<file path="config.mk">
export PLATFORM = sky130hd
export DESIGN_NAME = cache_arbiter
export DESIGN_NICKNAME = d
export VERILOG_FILES = /design/src/rtl/cpu_types_pkg.sv /design/src/rtl/cache_arbiter.sv
export SDC_FILE = /design/constraint.sdc
export NUM_CORES = 1
export LEC_CHECK = 0
export ABC_AREA = 1
export CAP_MARGIN = 30
export CORE_AREA = 5 5 101 103
export DETAILED_ROUTE_END_ITERATION = 12
export DIE_AREA = 0 0 106 108
export GPL_ROUTABILITY_DRIVEN = 0
export PLACE_DENSITY = 0.75
export SETUP_SLACK_MARGIN = 0.3
export SLEW_MARGIN = 20
export SYNTH_ARGS = -nofsm -noshare
export SYNTH_HDL_FRONTEND = slang
export SYNTH_SLANG_ARGS = --single-unit
</file>
<file path="constraint.sdc">
create_clock -name CLK -period 1.2 [get_ports CLK]
set_input_delay 0.18 -clock CLK [delete_from_list [all_inputs] [get_ports CLK]]
set_output_delay 0.18 -clock CLK [all_outputs]
set_load 0.01 [all_outputs]
</file>
<file path="src/rtl/cpu_types_pkg.sv">
// Shared CPU memory-side types: RAM status encoding and the cache arbiter FSM states.
// Grant identifiers are used by the cache_arbiter ARB_FAIR_EN build.
package cpu_types_pkg;

    typedef enum logic [1:0] {
        FREE   = 2'd0,
        BUSY   = 2'd1,
        ACCESS = 2'd2,
        ERROR  = 2'd3
    } ramstate_t;

    typedef enum logic [1:0] {
        IDLE = 2'd0,
        IGNT = 2'd1,
        DGNT = 2'd2
    } arb_state_t;

    typedef enum logic {
        GNT_ICACHE = 1'b0,
        GNT_DCACHE = 1'b1
    } grant_t;

endpackage

</file>
<file path="src/rtl/cache_arbiter.sv">
// Arbitrates icache and dcache requests onto one RAM port; dcache may hold the grant for DBURST words.
// Build option: define ARB_FAIR_EN for alternating tie-break; default build gives dcache fixed priority.
module cache_arbiter
    import cpu_types_pkg::*;
#(
    parameter int DBURST = 2
) (
    input  logic        CLK,
    input  logic        nRST,
    input  logic        iREN,
    input  logic [31:0] iaddr,
    output logic [31:0] iload,
    output logic        iwait,
    input  logic        dREN,
    input  logic        dWEN,
    input  logic [31:0] daddr,
    input  logic [31:0] dstore,
    output logic [31:0] dload,
    output logic        dwait,
    output logic        ramREN,
    output logic        ramWEN,
    output logic [31:0] ramaddr,
    output logic [31:0] ramstore,
    input  logic [31:0] ramload,
    input  logic [1:0]  ramstate
);

    localparam logic [2:0] BURST_LEN = 3'(DBURST);

    arb_state_t state_q, state_d;
    logic [2:0] cnt_q, cnt_d;
    logic       dreq_s;
    logic       i_done_s;
    logic       d_done_s;
    logic       d_wins_tie_s;
    logic       grant_i_s;
    logic       grant_d_s;

    assign dreq_s   = dREN | dWEN;
    // A transfer completes only if the owner is still requesting when RAM reports ACCESS.
    assign i_done_s = (state_q == IGNT) && iREN   && (ramstate == ACCESS);
    assign d_done_s = (state_q == DGNT) && dreq_s && (ramstate == ACCESS);

`ifdef ARB_FAIR_EN
    grant_t last_q, last_d;

    assign d_wins_tie_s = (last_q == GNT_ICACHE);

    // Remember which cache was granted most recently.
    always_comb begin
        last_d = last_q;
        if (grant_d_s) begin
            last_d = GNT_DCACHE;
        end else if (grant_i_s) begin
            last_d = GNT_ICACHE;
        end else begin
            last_d = last_q;
        end
    end

    // Last-grant flag register.
    always_ff @(posedge CLK or negedge nRST) begin
        if (!nRST) begin
            last_q <= GNT_ICACHE;
        end else begin
            last_q <= last_d;
        end
    end
`else
    assign d_wins_tie_s = 1'b1;
`endif

    assign grant_d_s = (state_q == IDLE) && dreq_s && (!iREN || d_wins_tie_s);
    assign grant_i_s = (state_q == IDLE) && iREN && !grant_d_s;

    // Next-state and burst counter logic.
    always_comb begin
        state_d = state_q;
        cnt_d   = cnt_q;
        case (state_q)
            IDLE: begin
                if (grant_d_s) begin
                    state_d = DGNT;
                    cnt_d   = 3'd0;
                end else if (grant_i_s) begin
                    state_d = IGNT;
                end else begin
                    state_d = IDLE;
                end
            end
            IGNT: begin
                if (!iREN || i_done_s) begin
                    state_d = IDLE;
                end else begin
                    state_d = IGNT;
                end
            end
            DGNT: begin
                if (!dreq_s) begin
                    state_d = IDLE;
                end else if (d_done_s) begin
                    cnt_d = cnt_q + 3'd1;
                    if (cnt_d == BURST_LEN) begin
                        state_d = IDLE;
                    end else begin
                        state_d = DGNT;
                    end
                end else begin
                    state_d = DGNT;
                end
            end
            default: begin
                state_d = IDLE;
                cnt_d   = 3'd0;
            end
        endcase
    end

    // State and burst counter registers.
    always_ff @(posedge CLK or negedge nRST) begin
        if (!nRST) begin
            state_q <= IDLE;
            cnt_q   <= 3'd0;
        end else begin
            state_q <= state_d;
            cnt_q   <= cnt_d;
        end
    end

    // RAM strobes follow the registered grant; wait/load react to RAM status in the same cycle.
    always_comb begin
        ramREN   = 1'b0;
        ramWEN   = 1'b0;
        ramaddr  = 32'd0;
        ramstore = 32'd0;
        iwait    = 1'b1;
        dwait    = 1'b1;
        iload    = 32'd0;
        dload    = 32'd0;
        case (state_q)
            IGNT: begin
                ramREN  = 1'b1;
                ramaddr = iaddr;
                if (i_done_s) begin
                    iwait = 1'b0;
                    iload = ramload;
                end else begin
                    iwait = 1'b1;
                end
            end
            DGNT: begin
                ramREN   = dREN;
                ramWEN   = dWEN;
                ramaddr  = daddr;
                ramstore = dstore;
                if (d_done_s) begin
                    dwait = 1'b0;
                    dload = ramload;
                end else begin
                    dwait = 1'b1;
                end
            end
            default: begin
                ramREN = 1'b0;
            end
        endcase
    end

endmodule

</file>
==> flow_summary.ini, run 1 <==
; generated from flow reports
[cells_and_area]
nNonClkInverters = 77
regMostFlops = cnt_q
drive_above_1_share_pct = 64.0
fin_cells = 749
fillers = 723
flop_area_um2 = 125
sh_comb_area_pct = 32.6
flop-count = 5
comb_cells = 231
final_cell_mix = clkdlybuf4s50_1 (134), buf_6 (74), buf_2 (68)
area_growth_pct = 249
clockBufferCount = 4
n_antenna_cell = 2
final_core_util_pct = 63.7
nNonClkBuffers = 319

[timing]
timing.hold.ws_ns = 0.179
rsz0062_at_grt = yes
worst_slack_ns = -0.620
finalSetupTns_ns = -73.37
finClkSkew_ns = 0.0000600
setup_viol = 137

[synthesis]
most_common_cell = nand2_1
area_leaders = nand2_1 (24%), inv_1 (17%), nor2_2 (12%), a21oi_1 (11%), nor2_1 (8.3%)
top_area_share_pct = 24.4
ys_sh_adder_pct = 4.51
synth.comb.largest_family = simple AND/OR/NAND/NOR gates
synth.net_count = 475
ys_sh_mux_pct = 0
ys_seq_share_pct = 7.52
yosys_cells = 334
async_flop_share_pct = 100
ys_sh_xor_pct = 0

[setup_path]
slowest_delay_ns = 0.39
r2r-start = state_q[0]
critical-path-slowest-cell = dfrtp_1
crit_buf_inv = 5
cp-endpoint = ramREN
cp_top_family = buffers and inverters
cp_cell_sequence = buf_6 -> ha_4 -> buf_6 -> buf_12 -> clkbuf_16 -> a21oi_2 -> nor2_1 -> buf_2
end_kind = output pin

[clock_tree]
h-tree-depth = 1
cts_buffer_depth = 2
path_clk_slew_ns = 0.03
postCtsSetupBuffers = 16
clk_root_buffer_cell = clkbuf_8
clk_latency_ns = 0.22
cts_resized = 694

[place]
placed_cell_area_um2 = 4770
numPlacedInstances = 712
dpl.hpwl_um = 8700

[grt]
use_met2_pct = 39.3
grt.busiest_layer = met2
grt_use_met3_pct = 5.73

[floorplan]
die_area_um2 = 11400
fp.dieW_um = 106
num_tap_cells = 111
die_y_um = 108
io-pin-count = 267

[outcome]
violations = negative setup slack
status = complete, but fails checks

[route]
drtPass1Iterations = 4
routedLengthMet1_um = 4110
routed_wl_um = 12300
wl_met2_um = 6730

[power]
seq-power_uw = 287
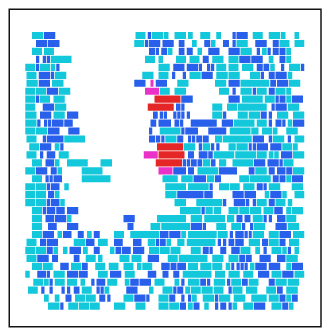
Run 1: cells coloured by class
[magenta] clock drivers and dummy loads | cells: 4 | share of their area: 0.80%
[cyan] remaining buffers and delay cells | cells: 319 | share of their area: 58%
[blue] combinational and other logic | cells: 308 | share of their area: 39%
[red] sequential cells | cells: 5 | share of their area: 2.2%

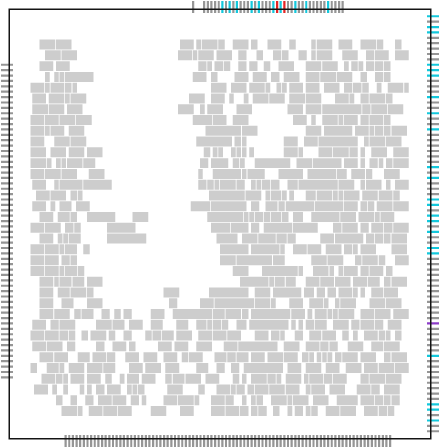
Run 1: pin placement
Pins as bars across the die edge, other pins in grey.
[cyan] iload | pins: 32 | direction: output | edge: 22 east, 10 north
[red] ramstate | pins: 2 | direction: input | edge: north
[purple] ramWEN | pins: 1 | direction: output | edge: east
all pins by edge: 90 south, 78 east, 59 west, 40 north

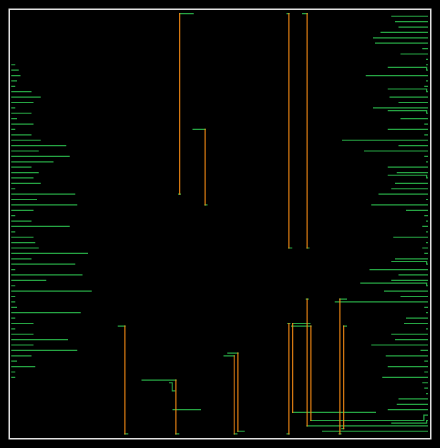
Run 1: signal wires by layer
Two of the layers only.
[orange] metal 4 | wire length: 429 µm
[green] metal 3 | wire length: 1050 µm
DR WL/cell: 16.5 µm
gr usage total: 19.8%

==> run 2, diff against run 1 <==
==> config.mk (replaced) <==
export PLATFORM = sky130hd
export DESIGN_NAME = cache_arbiter
export DESIGN_NICKNAME = d
export VERILOG_FILES = /design/src/rtl/cpu_types_pkg.sv /design/src/rtl/cache_arbiter.sv
export SDC_FILE = /design/constraint.sdc
export NUM_CORES = 1
export LEC_CHECK = 0
export CAP_MARGIN = 30
export CORE_AREA = 5 5 99 101
export DETAILED_ROUTE_END_ITERATION = 12
export DIE_AREA = 0 0 104 106
export GPL_ROUTABILITY_DRIVEN = 0
export PLACE_DENSITY = 0.76
export SETUP_SLACK_MARGIN = 0.3
export SYNTH_ARGS = -nofsm -noshare
export SYNTH_HDL_FRONTEND = slang
export SYNTH_SLANG_ARGS = --single-unit
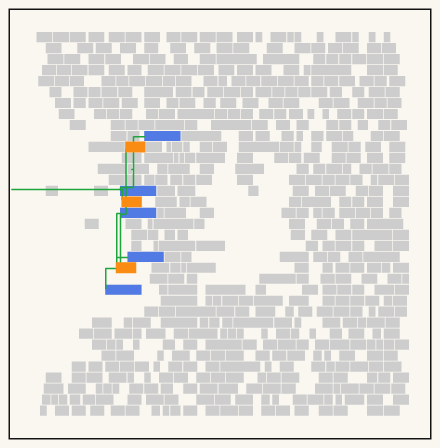
Run 2: routed clock nets over the placement
[orange] clock drivers | count: 3
[green] clock wires | length: 114 µm
[blue] flip-flops | count: 5
routed clock nets: 4
Latency at later pin: 0.22 ns
clk pwr: 311 µW
clock skew: 0.00138 ns
clock share of power: 3.6%

==> run 2 against run 1 <==
The run still ends with negative setup slack left. Synthesized cell count shrank 32%. First-iteration DRC count is 54% higher. Maximum frequency decreased by 0.99%. Die area decreased by 3.7%. Final area rose by 0.67%. Largest cell class unchanged.
==> flow_summary.ini, run 2 <==
; generated from flow reports
[outcome]
status = complete, but fails checks
violations = negative setup slack

[route]
wl_per_cell_um = 21.5
drtAntennaViolNets = 0
routed_wl_um = 13900
wl_met2_um = 7640
routedLengthMet1_um = 5300

[cells_and_area]
flop-count = 5
nNonClkBuffers = 326
final_core_util_pct = 65.4
final-nonclk-buf-share_pct = 61.1
drive_above_1_share_pct = 65.3
final_cell_mix = clkdlybuf4s50_1 (130), buf_6 (104), and2_4 (65)
clockBufferCount = 4
sh_comb_area_pct = 33.3
nNonClkInverters = 4
largest_reg_flops = 3
area_growth_pct = 279
seq_area_share_pct = 2.14
flop_area_um2 = 125
num-nets-final = 675
n_antenna_cell = 0
comb_cells = 194
fin_cells = 644
regMostFlops = cnt_q

[grt]
grt_use_met3_pct = 4.19
met1_usage_pct = 23.8
use_met2_pct = 41.8
grt_usage_pct = 21.5
grt.busiest_layer = met2

[place]
placed_cell_area_um2 = 4780
dpl.hpwl_um = 9850

[floorplan]
die_y_um = 106
fp.dieW_um = 104
die_area_um2 = 11000
io-pin-count = 267
core_um2 = 8930
num_tap_cells = 111

[timing]
worst_slack_ns = -0.638
relSlewSlack_pct = 79.1
rsz0062_at_grt = yes
timing.hold.ws_ns = 0.195
setup_viol = 137
finalSetupTns_ns = -72.00

[setup_path]
r2r-start = state_q[1]
slowest_delay_ns = 0.38
end_kind = output pin
critical-path-slowest-cell = dfrtp_1
cp-endpoint = ramaddr[24]
cp_top_family = buffers and inverters
crit_buf_inv = 4
worst-r2r-cell-count = 8

[clock_tree]
cts_hold_buf = 0
cts_buffer_depth = 2
clk_root_buffer_cell = clkbuf_8
postCtsSetupBuffers = 20
h-tree-depth = 1
path_clk_slew_ns = 0.04
cts_resized = 583

[power]
seq-power_uw = 244

[synthesis]
ys_sh_mux_pct = 0
synth.comb.largest_family = simple AND/OR/NAND/NOR gates
async_flop_share_pct = 100
most_common_cell = and2_1
avgSynthCellArea_um2 = 6.76
ys_sh_adder_pct = 4.87
ys_sh_xor_pct = 0.569
synth.net_count = 369
synth_area_um2 = 1540
top_area_share_pct = 26.4
yosys_cells = 228
area_leaders = and2_1 (26%), a22oi_1 (16%), nor2b_1 (13%), and3_1 (13%), dfrtp_1 (8.1%)

[min_path]
hp-class = input pin to asynchronous set/reset pin
==> run 3, diff against run 2 <==
--- a/config.mk
+++ b/config.mk
@@ -5,12 +5,14 @@
 export SDC_FILE = /design/constraint.sdc
 export NUM_CORES = 1
 export LEC_CHECK = 0
+export ABC_AREA = 0
 export CAP_MARGIN = 30
 export CORE_AREA = 5 5 99 101
 export DETAILED_ROUTE_END_ITERATION = 12
 export DIE_AREA = 0 0 104 106
 export GPL_ROUTABILITY_DRIVEN = 0
 export PLACE_DENSITY = 0.76
+export RECOVER_POWER = 100
 export SETUP_SLACK_MARGIN = 0.3
 export SYNTH_ARGS = -nofsm -noshare
 export SYNTH_HDL_FRONTEND = slang
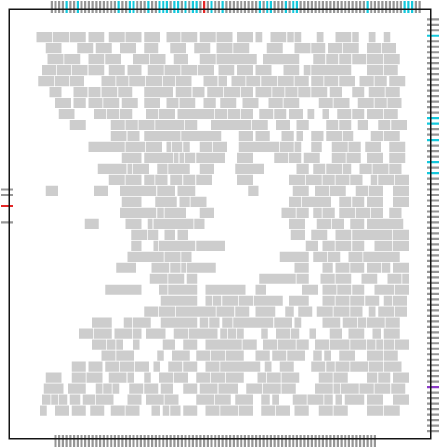
Run 3: pin placement
Pins as bars across the die edge, other pins in grey.
[cyan] iload | pins: 32 | direction: output | edge: 26 north, 6 east
[red] ramstate | pins: 2 | direction: input | edge: 1 west, 1 north
[purple] ramWEN | pins: 1 | direction: output | edge: east
all pins by edge: 100 north, 87 south, 76 east, 4 west
die width: 104 µm
Port Buffers: 266
DIE HEIGHT: 106 µm

==> run 3 against run 2 <==
The run still ends with negative setup slack left. Utilization is the same. Area after synthesis unchanged. Global-route usage stayed put. Critical endpoint unchanged. Largest power group unchanged.
==> flow_summary.ini, run 3 <==
; generated from flow reports
[cells_and_area]
seq_area_share_pct = 2.14
nNonClkInverters = 4
final-nonclk-buf-share_pct = 61.1
sh_comb_area_pct = 33.3
flop-count = 5
drive_above_1_share_pct = 65.3
fillers = 653
comb_cells = 194
flop_area_um2 = 125
area_growth_pct = 279
final_cell_mix = clkdlybuf4s50_1 (129), buf_6 (104), and2_4 (65)
clockBufferCount = 4
largest_reg_flops = 3
fin_cells = 644
num-nets-final = 675

[timing]
setup_viol = 137
rsz0062_at_grt = yes
relSlewSlack_pct = 79.1
worst_slack_ns = -0.638
finalSetupTns_ns = -72.00
timing.hold.ws_ns = 0.266
finClkSkew_ns = 0.00138

[synthesis]
ys_sh_mux_pct = 0
most_common_cell = and2_1
synth.net_count = 369
ys_seq_share_pct = 8.12
yosys_cells = 228
synth.comb.largest_family = simple AND/OR/NAND/NOR gates
async_flop_share_pct = 100
synth_area_um2 = 1540
top_area_share_pct = 26.4
area_leaders = and2_1 (26%), a22oi_1 (16%), nor2b_1 (13%), and3_1 (13%), dfrtp_1 (8.1%)
ys_sh_xor_pct = 0.569
avgSynthCellArea_um2 = 6.76
ys_sh_adder_pct = 4.87

[clock_tree]
cts_buffer_depth = 2
clk_root_buffer_cell = clkbuf_8
cts_tree = yes
h-tree-depth = 1
cts_resized = 583
clk_latency_ns = 0.22
cts_hold_buf = 0

[route]
drt_iter0_drc = 103
routedLengthMet1_um = 5300
wl_met2_um = 7640
drtPass1Iterations = 4
drtAntennaViolNets = 0
routed_wl_um = 13900

[grt]
grt_usage_pct = 21.5
grt_use_met3_pct = 4.19
use_met2_pct = 41.8
grt.busiest_layer = met2
met1_usage_pct = 23.8

[power]
seq-power_uw = 244
swShare_pct = 37.6
p_int_mw = 5.38
p_clk_share_pct = 3.6
powerClk_uw = 311

[place]
numPlacedInstances = 598
placed_cell_area_um2 = 4780

[setup_path]
slowest_delay_ns = 0.38
worst-r2r-cell-count = 8
cp_cell_sequence = buf_6 -> ha_4 -> buf_6 -> clkbuf_16 -> a22oi_2 -> nor2b_4 -> buf_6
crit_buf_inv = 4
critPathRequiredTime_ns = 1.02
end_kind = output pin
critical-path-slowest-cell = dfrtp_1
cp_top_family = buffers and inverters
r2r-start = state_q[1]

[outcome]
status = complete, but fails checks
violations = negative setup slack

[floorplan]
io-pin-count = 267
die_area_um2 = 11000
num_tap_cells = 111

[min_path]
hp-class = input pin to asynchronous set/reset pin
Power and IR drop assume default switching activity.
